==> run_1/ff_map.png <==
The bar under the picture is 20 um long.
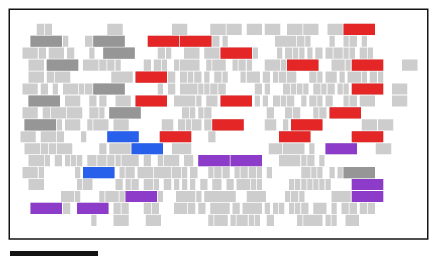
==> run_1/sizing.png <==
The bar under the picture is 20 um long.
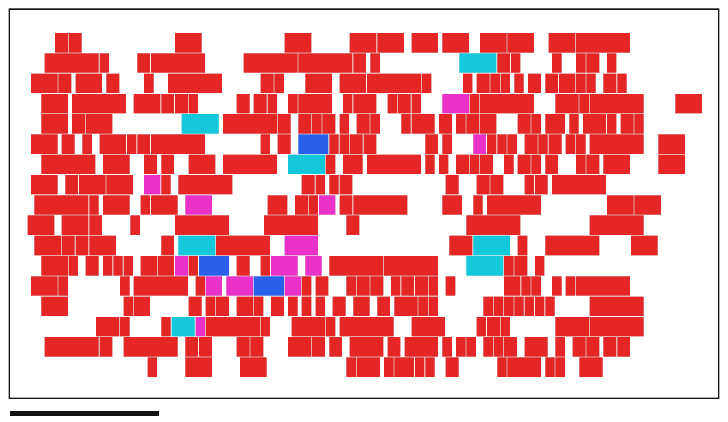
==> run_1/class_map.png <==
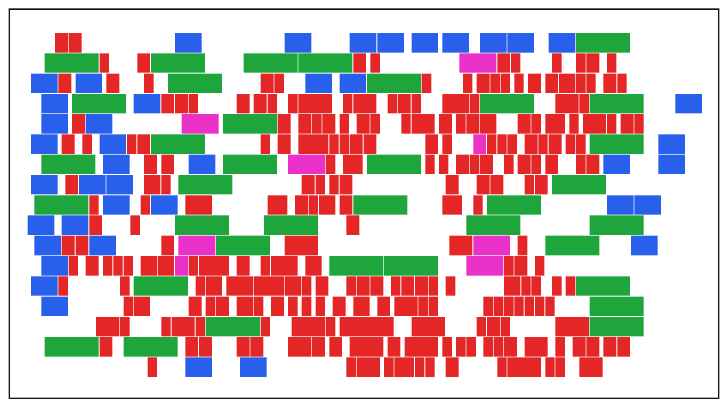
--- src/rtl/fifo_ctrl_pkg.sv ---
// Shared definitions for the FIFO drain sequencer: state encodings,
// default ack timeout and the width of the delivered-word counter.
package fifo_ctrl_pkg;

    localparam logic [2:0] S_IDLE      = 3'd0;
    localparam logic [2:0] S_POP       = 3'd1;
    localparam logic [2:0] S_WAIT_ACK  = 3'd2;
    localparam logic [2:0] S_WAIT_DATA = 3'd3;
    localparam logic [2:0] S_PRESENT   = 3'd4;

    typedef enum logic [2:0] {
        ST_IDLE      = S_IDLE,
        ST_POP       = S_POP,
        ST_WAIT_ACK  = S_WAIT_ACK,
        ST_WAIT_DATA = S_WAIT_DATA,
        ST_PRESENT   = S_PRESENT
    } state_t;

    localparam int ACK_TIMEOUT_DEF = 7;
    localparam int CNT_W           = 16;

endpackage

--- src/rtl/fifo_drain_ctrl_cycle_timer.sv ---
// Loadable up/down counter with a flag that is high when the count equals
// a caller-supplied terminal value.
module cycle_timer #(
    parameter int W = 8
) (
    input  logic         i_clk,
    input  logic         i_reset_n,
    input  logic         i_clear,
    input  logic         i_load,
    input  logic [W-1:0] i_load_val,
    input  logic         i_up,
    input  logic         i_down,
    input  logic [W-1:0] i_term,
    output logic         o_hit
);

    logic [W-1:0] count;

    always_ff @(posedge i_clk) begin
        if (!i_reset_n) begin
            count <= '0;
        end else if (i_clear) begin
            count <= '0;
        end else if (i_load) begin
            count <= i_load_val;
        end else if (i_up) begin
            count <= count + 1'b1;
        end else if (i_down) begin
            count <= count - 1'b1;
        end
    end

    assign o_hit = (count == i_term);

endmodule

--- src/rtl/fifo_drain_ctrl.sv ---
// Drains a Wishbone FIFO pop port into a valid/ready byte consumer: pop,
// wait for ack, wait DATA_LAT cycles, capture, then hold until accepted.
module fifo_drain_ctrl
    import fifo_ctrl_pkg::*;
#(
    parameter int DW          = 8,
    parameter int DATA_LAT    = 1,
    parameter int ACK_TIMEOUT = ACK_TIMEOUT_DEF
) (
    input  logic             i_clk,
    input  logic             i_reset_n,
    input  logic             i_enable,
    input  logic             i_fifo_empty,
    output logic             o_fifo_pop_stb,
    output logic             o_fifo_pop_cyc,
    input  logic             i_fifo_pop_ack,
    input  logic [DW-1:0]    i_fifo_pop_data,
    output logic [DW-1:0]    o_tx_data,
    output logic             o_tx_valid,
    input  logic             i_tx_ready,
    output logic             o_busy,
    output logic             o_err_timeout,
    output logic [CNT_W-1:0] o_sent_count
);

    localparam int TW = 8;

    state_t           state, state_nx;
    logic             tmr_clear, tmr_load, tmr_up, tmr_down, tmr_hit;
    logic [TW-1:0]    tmr_term;
    logic             capture, timeout, accept;
    logic             err_q;
    logic [DW-1:0]    data_q;
    logic [CNT_W-1:0] cnt_q;

    always_ff @(posedge i_clk) begin
        if (!i_reset_n) begin
            state  <= ST_IDLE;
            err_q  <= 1'b0;
            data_q <= '0;
            cnt_q  <= '0;
        end else begin
            state <= state_nx;
            err_q <= timeout;
            if (capture) begin
                data_q <= i_fifo_pop_data;
            end
            if (accept) begin
                cnt_q <= cnt_q + 1'b1;
            end
        end
    end

    // One timer serves both phases: it counts up from 0 while waiting for
    // the ack and counts down from DATA_LAT while waiting for the data.
    always_comb begin
        state_nx  = state;
        tmr_clear = 1'b0;
        tmr_load  = 1'b0;
        tmr_up    = 1'b0;
        tmr_down  = 1'b0;
        tmr_term  = TW'(ACK_TIMEOUT - 1);
        capture   = 1'b0;
        timeout   = 1'b0;
        accept    = 1'b0;
        case (state)
            ST_IDLE: begin
                if (i_enable && !i_fifo_empty) begin
                    state_nx = ST_POP;
                end
            end
            ST_POP: begin
                tmr_clear = 1'b1;
                state_nx  = ST_WAIT_ACK;
            end
            ST_WAIT_ACK: begin
                if (i_fifo_pop_ack) begin
                    if (DATA_LAT == 0) begin
                        capture  = 1'b1;
                        state_nx = ST_PRESENT;
                    end else begin
                        tmr_load = 1'b1;
                        state_nx = ST_WAIT_DATA;
                    end
                end else if (tmr_hit) begin
                    timeout  = 1'b1;
                    state_nx = ST_IDLE;
                end else begin
                    tmr_up = 1'b1;
                end
            end
            ST_WAIT_DATA: begin
                tmr_term = TW'(1);
                if (tmr_hit) begin
                    capture  = 1'b1;
                    state_nx = ST_PRESENT;
                end else begin
                    tmr_down = 1'b1;
                end
            end
            ST_PRESENT: begin
                if (i_tx_ready) begin
                    accept   = 1'b1;
                    state_nx = ST_IDLE;
                end
            end
            default: begin
                state_nx = ST_IDLE;
            end
        endcase
    end

    cycle_timer #(
        .W (TW)
    ) u_timer (
        .i_clk      (i_clk),
        .i_reset_n  (i_reset_n),
        .i_clear    (tmr_clear),
        .i_load     (tmr_load),
        .i_load_val (TW'(DATA_LAT)),
        .i_up       (tmr_up),
        .i_down     (tmr_down),
        .i_term     (tmr_term),
        .o_hit      (tmr_hit)
    );

    assign o_fifo_pop_stb = (state == ST_POP);
    assign o_fifo_pop_cyc = (state == ST_POP);
    assign o_tx_valid     = (state == ST_PRESENT);
    assign o_busy         = (state != ST_IDLE);
    assign o_err_timeout  = err_q;
    assign o_tx_data      = data_q;
    assign o_sent_count   = cnt_q;

endmodule
--- config.mk ---
export PLATFORM = sky130hd
export DESIGN_NAME = fifo_drain_ctrl
export DESIGN_NICKNAME = d
export VERILOG_FILES = /design/src/rtl/fifo_ctrl_pkg.sv /design/src/rtl/fifo_drain_ctrl_cycle_timer.sv /design/src/rtl/fifo_drain_ctrl.sv
export SDC_FILE = /design/constraint.sdc
export NUM_CORES = 1
export LEC_CHECK = 0
export ABC_AREA = 1
export CORE_AREA = 2 2 93 50
export CTS_CLUSTER_SIZE = 24
export DETAILED_ROUTE_END_ITERATION = 12
export DIE_AREA = 0 0 95 52
export PLACE_DENSITY = 0.78
export SETUP_SLACK_MARGIN = 0.05
export SYNTH_ARGS = -nofsm -noshare
export SYNTH_HDL_FRONTEND = slang
export SYNTH_SLANG_ARGS = --single-unit
--- constraint.sdc ---
create_clock -name i_clk -period 2.8 [get_ports i_clk]
set_input_delay 0.28 -clock i_clk [delete_from_list [all_inputs] [get_ports i_clk]]
set_output_delay 0.28 -clock i_clk [all_outputs]
set_load 0.05 [all_outputs]
==> job_summary.md, run 1 <==
### Yosys + OpenROAD results

| Metric | Value |
|---|---|
| Hold Slack | `452 ps` |
| Latency at later pin | `290 ps` |
| Multi-input gates | `198` |
| Pre-CTS WS | `349 ps` |
| Top cells by area, synth | `dfxtp_1, nand2_1, a21oi_1` |
| Simple share | `0.281` |
| CTS Hold Bufs | `0` |
| Root Driver | `clkbuf_8` |
| TritonRoute pass-1 iters | `4` |
| Maximum vdd ir drop | `492 uV` |
| CP required | `3030 ps` |
| Crit. Startpoint | `u_timer.count[7]` |
| Status | `complete, no violations` |
| Clock sinks | `36` |
| Pleak | `0.967 nW` |
| Die H | `52 um` |
| Non-clk invs | `50` |
| Via count | `1971` |
| Hold path startpoint | `o_tx_data[0]` |
| Buffer share of cell area | `0.163` |
| Final period utilization | `0.835` |
| Synth warn | `0` |
| Reg-to-Reg End | `u_timer.count[7]` |
| Final nets | `355` |
| Pwr Total | `1.89 mW` |
| # Max-Cap Violations | `0` |
| Slew at the pin closest to its max-slew limit | `560 ps` |
| RSZ-0062 raised after global routing | `no` |
| Aoi share | `0.155` |
| Count of tool warnings | `26` |
| Critical path peak fanout | `9` |
| # clk buffers | `6` |
| Clock-net power | `0.383 mW` |
| Vias/cell | `5.04` |
| H-tree depth | `2` |
| Antenna diode count | `0` |
| Leading register cell type out of synthesis | `dfxtp_1` |
| Top pwr grp | `combinational cells` |
| Cell count of the worst reg-to-reg path | `15` |
| Global-route wire length before repair | `8570 um` |
| Synthesized area per cell | `7.02 um^2` |
About ff_map.png:
[u_timer.count] purple | placed flops: 8
[state] blue | placed flops: 3
[o_sent_count] red | placed flops: 16
not colored: 9
Seq group: 0.629 mW
post-layout util: 0.617
register area: 721 um^2
flop share of the area: 0.279

About sizing.png:
[x2] magenta | cells: 13
[x6 and larger] cyan | cells: 7
[x3 and x4] blue | cells: 3
[x1 and smaller] red | cells: 311
PnR worst setup slack: 463 ps
Non-Clock Buffer Count: 42

About class_map.png:
[registers] green | cells: 36
[clock drivers and dummy loads] magenta | cells: 8
[remaining logic cells] red | cells: 248
[remaining buffers and delay cells] blue | cells: 42
core area: 4190 um^2
# rows: 17

## run 1: sequential cells by signal (all words and copies together), names as in the netlist
| name | count |
|---|---|
| o_err_timeout | 1 |
| o_sent_count | 16 |
| o_tx_data | 8 |
| state | 3 |
| u_timer.count | 8 |
## run 1: per-layer routing
metal	GRT usage	up-vias	share of wire
met1	0.344	863	0.53
met3	0.0725	3	0.099
met2	0.310	75	0.36
met4	0.0700	0	0.0051
li1	-	1030	-
met5	0	-	0
## run 1: cells in the final DEF, fill, tap and decap left out
cell type	count
clkdlybuf4s50_1	42
nand2_4	1
nor2_2	1
nor2_4	2
nand2_1	55
o21a_1	1
dfxtp_1	36
nor3_2	1
nand3_1	15
nor3_1	12
nand2_2	3
a21oi_1	37
fa_1	1
nand3b_1	1
nand4_2	1
o21ai_0	18
xnor2_1	5
ha_1	7
or2_2	1
o211ai_1	1
nor2_1	14
inv_2	1
nand3_2	3
clkinv_1	1
nand4_1	7
clkinv_2	2
inv_1	47
nor3b_1	1
a211oi_1	1
a31oi_1	1
inv_6	1
clkbuf_8	6
o21ai_1	2
xor2_1	6
## run 1: worst max-delay path: stages, from the launching register on
cell,delay [ps]
dfxtp_1,330
nor2_1,100
nand2_1,60
nor2_1,250
nand2_1,80
nand2_1,280
ha_1,360
a21oi_1,160
nand2_1,130
nand2_1,90
nand2_1,60
nand2_1,90
nand3_1,90
nand2_1,60
inv_1,40
nor2_1,80
## run 1: synth_stat cells (all sizes together) (3+ instances only)
cell / count
nand3: 18
a21oi: 37
dfxtp: 36
ha: 7
xor2: 6
nand2: 59
buf: 3
nor2: 17
nand4: 8
inv: 49
xnor2: 5
o21ai: 20
nor3: 13
==> run 1 -> run 2 <==
==> constraint.sdc (replaced) <==
create_clock -name i_clk -period 2.4 [get_ports i_clk]
set_input_delay 0.24 -clock i_clk [delete_from_list [all_inputs] [get_ports i_clk]]
set_output_delay 0.24 -clock i_clk [all_outputs]
set_load 0.05 [all_outputs]
==> run_2/clock_nets.png <==
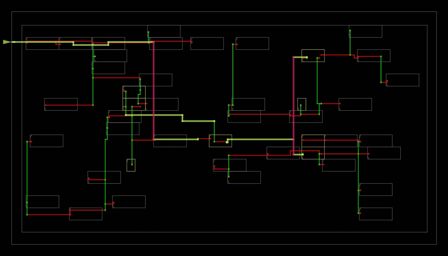
total CTS buffers: 5
# clk buffers: 6

==> run 2 against run 1 <==
Power grew 18%; combinational power up about 20%; cell count rose by 1.3%; worst setup slack got worse by 280 ps; die size unchanged; register-to-register slack got worse by 110 ps; critical path depth fell by 12; wire length fell by 2.3%; largest cell class unchanged; highest routed layer unchanged.
==> job_summary.md, run 2 <==
### Yosys + OpenROAD results

| Metric | Value |
|---|---|
| Leading register cell type out of synthesis | `dfxtp_1` |
| Hold path startpoint | `o_tx_data[1]` |
| CP Cell Sequence | `buf_4, nor3_1, clkdlybuf4s50_1` |
| Register area | `721 um^2` |
| Count of tool warnings | `26` |
| Reg-to-Reg End | `u_timer.count[7]` |
| Cell Type Count | `34` |
| Die H | `52 um` |
| Chip area | `4940 um^2` |
| Clock sinks | `36` |
| Die X | `95 um` |
| Final nets | `360` |
| CP required | `2160 ps` |
| Top cells by count | `nand2_1, inv_1, a21oi_1` |
| Antenna diode count | `0` |
| WL/cell | `12.0 um` |
| TritonRoute pass-1 iters | `5` |
| Largest register FFs | `16` |
| PnR worst setup slack | `179 ps` |
| Final period utilization | `0.925` |
| Cell count of the worst reg-to-reg path | `15` |
| Via count | `1955` |
| Vias/cell | `4.94` |
| Pleak | `0.992 nW` |
| CTS Hold Bufs | `0` |
| Crit path max-delay cell type | `clkdlybuf4s50_1` |
| Core area | `4190 um^2` |
| GP Congestion | `0.900` |
| Crit. Startpoint | `state[2]` |
| Synthesized area per cell | `7.02 um^2` |
| RSZ-0062 raised after global routing | `no` |
| Slew at the pin closest to its max-slew limit | `518 ps` |
| Pre-CTS WS | `4.71 ps` |
| H-tree depth | `2` |
| Most numerous logic cell after layout | `nand2_1` |
| Hold Slack | `441 ps` |
| Status | `complete, no violations` |
| Top cells by area, synth | `dfxtp_1, nand2_1, a21oi_1` |
| Latency at later pin | `290 ps` |
| Critical path peak fanout | `5` |
| Crit path largest cell delay | `880 ps` |
| Synth warn | `0` |
| Layout Skew | `3.34 ps` |
| Root Driver | `clkbuf_8` |
## run 2: cell counts after synthesis
No cell type changed its count.
## run 2: layer usage
metal,share of wire,global-route usage,vias up,wire length [um]
met1,0.56,0.340,840,2660
li1,-,-,1046,-
met3,0.085,0.0739,5,405
met2,0.35,0.274,64,1650
met5,0,0,-,0
met4,0.0090,0.0580,0,43
## run 2: kinds of logic (layout without fill, tap and decap cells)
kind of cell	after synthesis	count (layout)	share of synthesized area
adders and majority gates	8	8	0.0530
AOI/OAI and AO/OA	61	61	0.155
and+or+nand+nor	118	118	0.281
buffers and inverters	55	105	0.109
DFF	36	36	0.355
xor gates and xnor gates	11	11	0.0475
## run 2: critical path: cells and delay by family (launching register included)
kind | cells | cell delay (ps)
buffers and inverters | 2 | 1040
and+or+nand+nor | 1 | 330
DFF | 1 | 320
## run 2: stage by stage
step                utilization  power, mW
floorplan                     -       1.52
global placement          0.604       1.78
detailed placement        0.604       1.80
CTS                       0.626       2.25
global route              0.627       2.42
finish                    0.627       2.23
## run 2: power breakdown
part	switching, mW	total [mW]	leakage [nW]	internal [mW]
Clock	0.215	0.444	0.0510	0.229
Combinational	0.649	1.07	0.650	0.419
Sequential	0.0633	0.721	0.291	0.657
Total	0.927	2.23	0.992	1.31
## run 2: cell type report
type / instances / share of cell area
Clock buffer: 6 / 0.0314
Clock inverter: 2 / 0.00381
Inverter: 50 / 0.0734
Multi-Input combinational cell: 198 / 0.415
Sequential cell: 36 / 0.274
Tap cell: 57 / 0.0272
Timing Repair Buffer: 47 / 0.174
==> run 2 -> run 3 <==
--- a/config.mk
+++ b/config.mk
@@ -10,7 +10,7 @@
 export CTS_CLUSTER_SIZE = 24
 export DETAILED_ROUTE_END_ITERATION = 12
 export DIE_AREA = 0 0 95 52
-export PLACE_DENSITY = 0.78
+export PLACE_DENSITY = 0.76
 export SETUP_SLACK_MARGIN = 0.05
 export SYNTH_ARGS = -nofsm -noshare
 export SYNTH_HDL_FRONTEND = slang
==> run_3/class_map.png <==
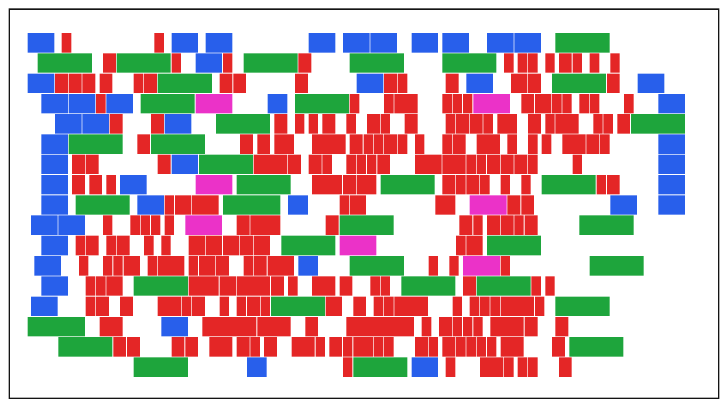
[clock drivers and dummy loads] magenta | cells: 7
[remaining buffers and delay cells] blue | cells: 46
[registers] green | cells: 36
[remaining logic cells] red | cells: 248
post-layout util: 0.629
flop share of the area: 0.274
Finished Cell Area: 2640 um^2

==> run 3 against run 2 <==
Sequential power is 2% higher; first-iteration DRC count down 7.5%; synthesized cell count stayed put; fmax is essentially flat; utilization grew 0.27 points; cell area rose by 0.43%; highest routed layer unchanged.
==> job_summary.md, run 3 <==
### Yosys + OpenROAD results

| Metric | Value |
|---|---|
| Area growth syn-to-layout | `30.0%` |
| Yosys Instances | `289` |
| H-tree depth | `2` |
| Setup total negative slack | `0 ps` |
| Top cells by count | `nand2_1, inv_1, a21oi_1` |
| Hold Slack | `444 ps` |
| Synthesized instance count | `289` |
| Clock sinks | `36` |
| Port bufs | `42` |
| Post-DP HPWL | `3750 um` |
| Final nets | `359` |
| Crit. Startpoint | `state[0]` |
| Status | `complete, no violations` |
| Core area | `4190 um^2` |
| WL/cell | `12.5 um` |
| Leading area contributor after synthesis | `dfxtp_1` |
| Final hold viol count | `0` |
| Die H | `52 um` |
| GP Congestion | `0.825` |
| Leading register cell type out of synthesis | `dfxtp_1` |
| M1 WL | `2630 um` |
| Critical path peak fanout | `4` |
| Pleak | `0.986 nW` |
| Die X | `95 um` |
| Count of tool warnings | `26` |
| GR Util met3 | `0.0812` |
| Antenna diode count | `0` |
| Most common cell in the netlist | `nand2_1` |
| Slew at the pin closest to its max-slew limit | `544 ps` |
| Pre-placement core utilization | `0.484` |
| Most numerous logic cell after layout | `nand2_1` |
| Layout Skew | `6.15 ps` |
| Ys flops | `36` |
| Post-Syn Area | `2030 um^2` |
| Slew Limit Fails | `0` |
| Crit path max-delay cell type | `clkdlybuf4s50_1` |
| Fill cells | `381` |
| Grt met1 use | `0.325` |
| Synth warn | `0` |
| Register area | `723 um^2` |
| Max Clk Rate | `450 MHz` |
| Total CTS buffers | `5` |
| # rows | `17` |
| Via count | `1972` |
| Vias/cell | `5.01` |
| Top layer in use | `met4` |
| Maximum vdd ir drop | `751 uV` |
| # Max-Cap Violations | `0` |
| Global-route wire length before repair | `8080 um` |
| Crit path largest cell delay | `880 ps` |
| Met3 WL | `457 um` |
| Latency at later pin | `290 ps` |
| Crit Path Category | `flip-flop to primary output` |
| GRT busiest layer | `met1` |
| Largest register FFs | `16` |
| Root Driver | `clkbuf_8` |
| CP Cell Sequence | `inv_1, nor3_1, clkdlybuf4s50_1` |
| Power Density | `875 nW/um^2` |
| CP required | `2160 ps` |
| Top cells excl fill/tap | `nand2_1, inv_1, clkdlybuf4s50_1, a21oi_1, dfxtp_1` |
| Post-route DRC | `0` |
| RSZ-0062 raised after global routing | `no` |
| Initial antenna violation count | `0` |
| Synthesized area per cell | `7.02 um^2` |
| CP Launch Type | `flip-flop` |
| Hold path startpoint | `o_tx_data[1]` |
| Met2 WL | `1780 um` |
| Post-route ant nets | `0` |
| Cell Type Count | `34` |
| Met2 usage | `0.287` |
| Top cells by area, synth | `dfxtp_1, nand2_1, a21oi_1` |
| Chip area | `4940 um^2` |
| Final period utilization | `0.925` |
| GR Util All Layers | `0.219` |
| TritonRoute pass-1 iters | `5` |
run 3: critical path, delay by kind of cell, from the launching register on:
family                 cells  cell delay, ps
buffers and inverters      2             990
DFF                        1             430
and+or+nand+nor            1             280
run 3: metrics by stage:
step	setup WS, ps	total power [mW]	cells	cell area [um^2]
4_1_cts	100	2.28	394	2620
2_1_floorplan	185	1.52	289	2030
6_report	180	2.31	394	2640
3_5_place_dp	18.4	1.80	387	2520
5_1_grt	51.0	2.49	394	2640
3_3_place_gp	76.1	1.77	387	2520
run 3: kinds of logic after synthesis:
family          count (synthesis)  share of synthesized area
simple gates                  118                      0.281
compound gates                 61                      0.155
buf+inv                        55                      0.109
flops                          36                      0.355
xor+xnor                       11                     0.0475
fa+ha+maj                       8                     0.0530
run 3: final timing paths:
| kind | depth (start not counted) | end |
|---|---|---|
| worst min-delay path | 2 | o_tx_data[1] |
| worst min register to register | 2 | o_tx_data[1] |
| worst max-delay path | 3 | o_fifo_pop_cyc |
| worst max register to register | 14 | u_timer.count[7] |
run 3: what timing repair did:
| action | 4_1_cts | 5_1_grt |
|---|---|---|
| endpoints found under the setup margin | 0 | 4 |
| hold buffers | 0 | 0 |
| resized | 0 | 4 |
run 3: where the power goes:
part	total [mW]	switching [mW]	internal (mW)
clock network	0.478	0.222	0.256
registers	0.737	0.0774	0.660
logic	1.09	0.663	0.431
run 3: cell type report:
type	count	area share
clock buffers	7	0.0365
inverters	50	0.0731
multi-input cells	198	0.418
flip-flops and latches	36	0.274
well taps	57	0.0270
repair buffers	46	0.171

==> gallery <==
Routed clock nets over the placement.
panel A
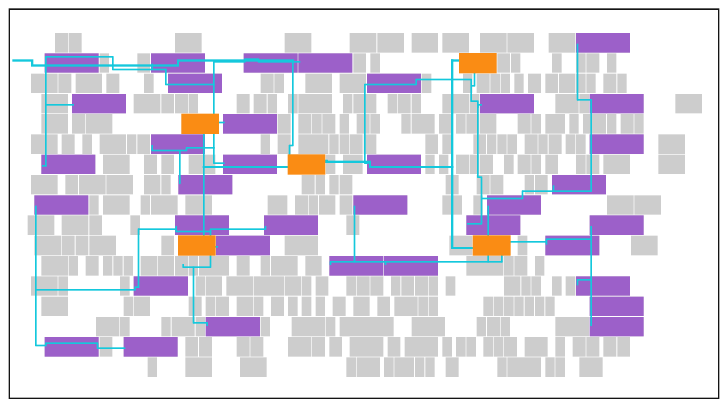
panel B
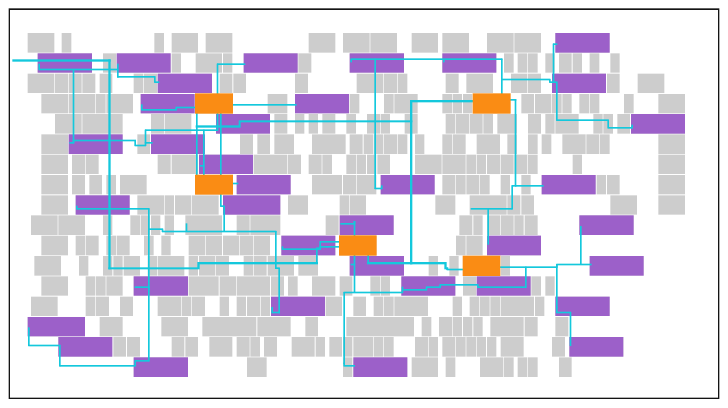
panel B: run 3
panel A: run 1

Key to panel B:
[clock-net drivers] orange | count: 5
[clock wires] cyan | length: 564 um
[flip-flops] purple | count: 36
routed clock nets: 6
flops lie: all over the die

Power figures rest on the tool's default switching activity, not on a simulated workload.
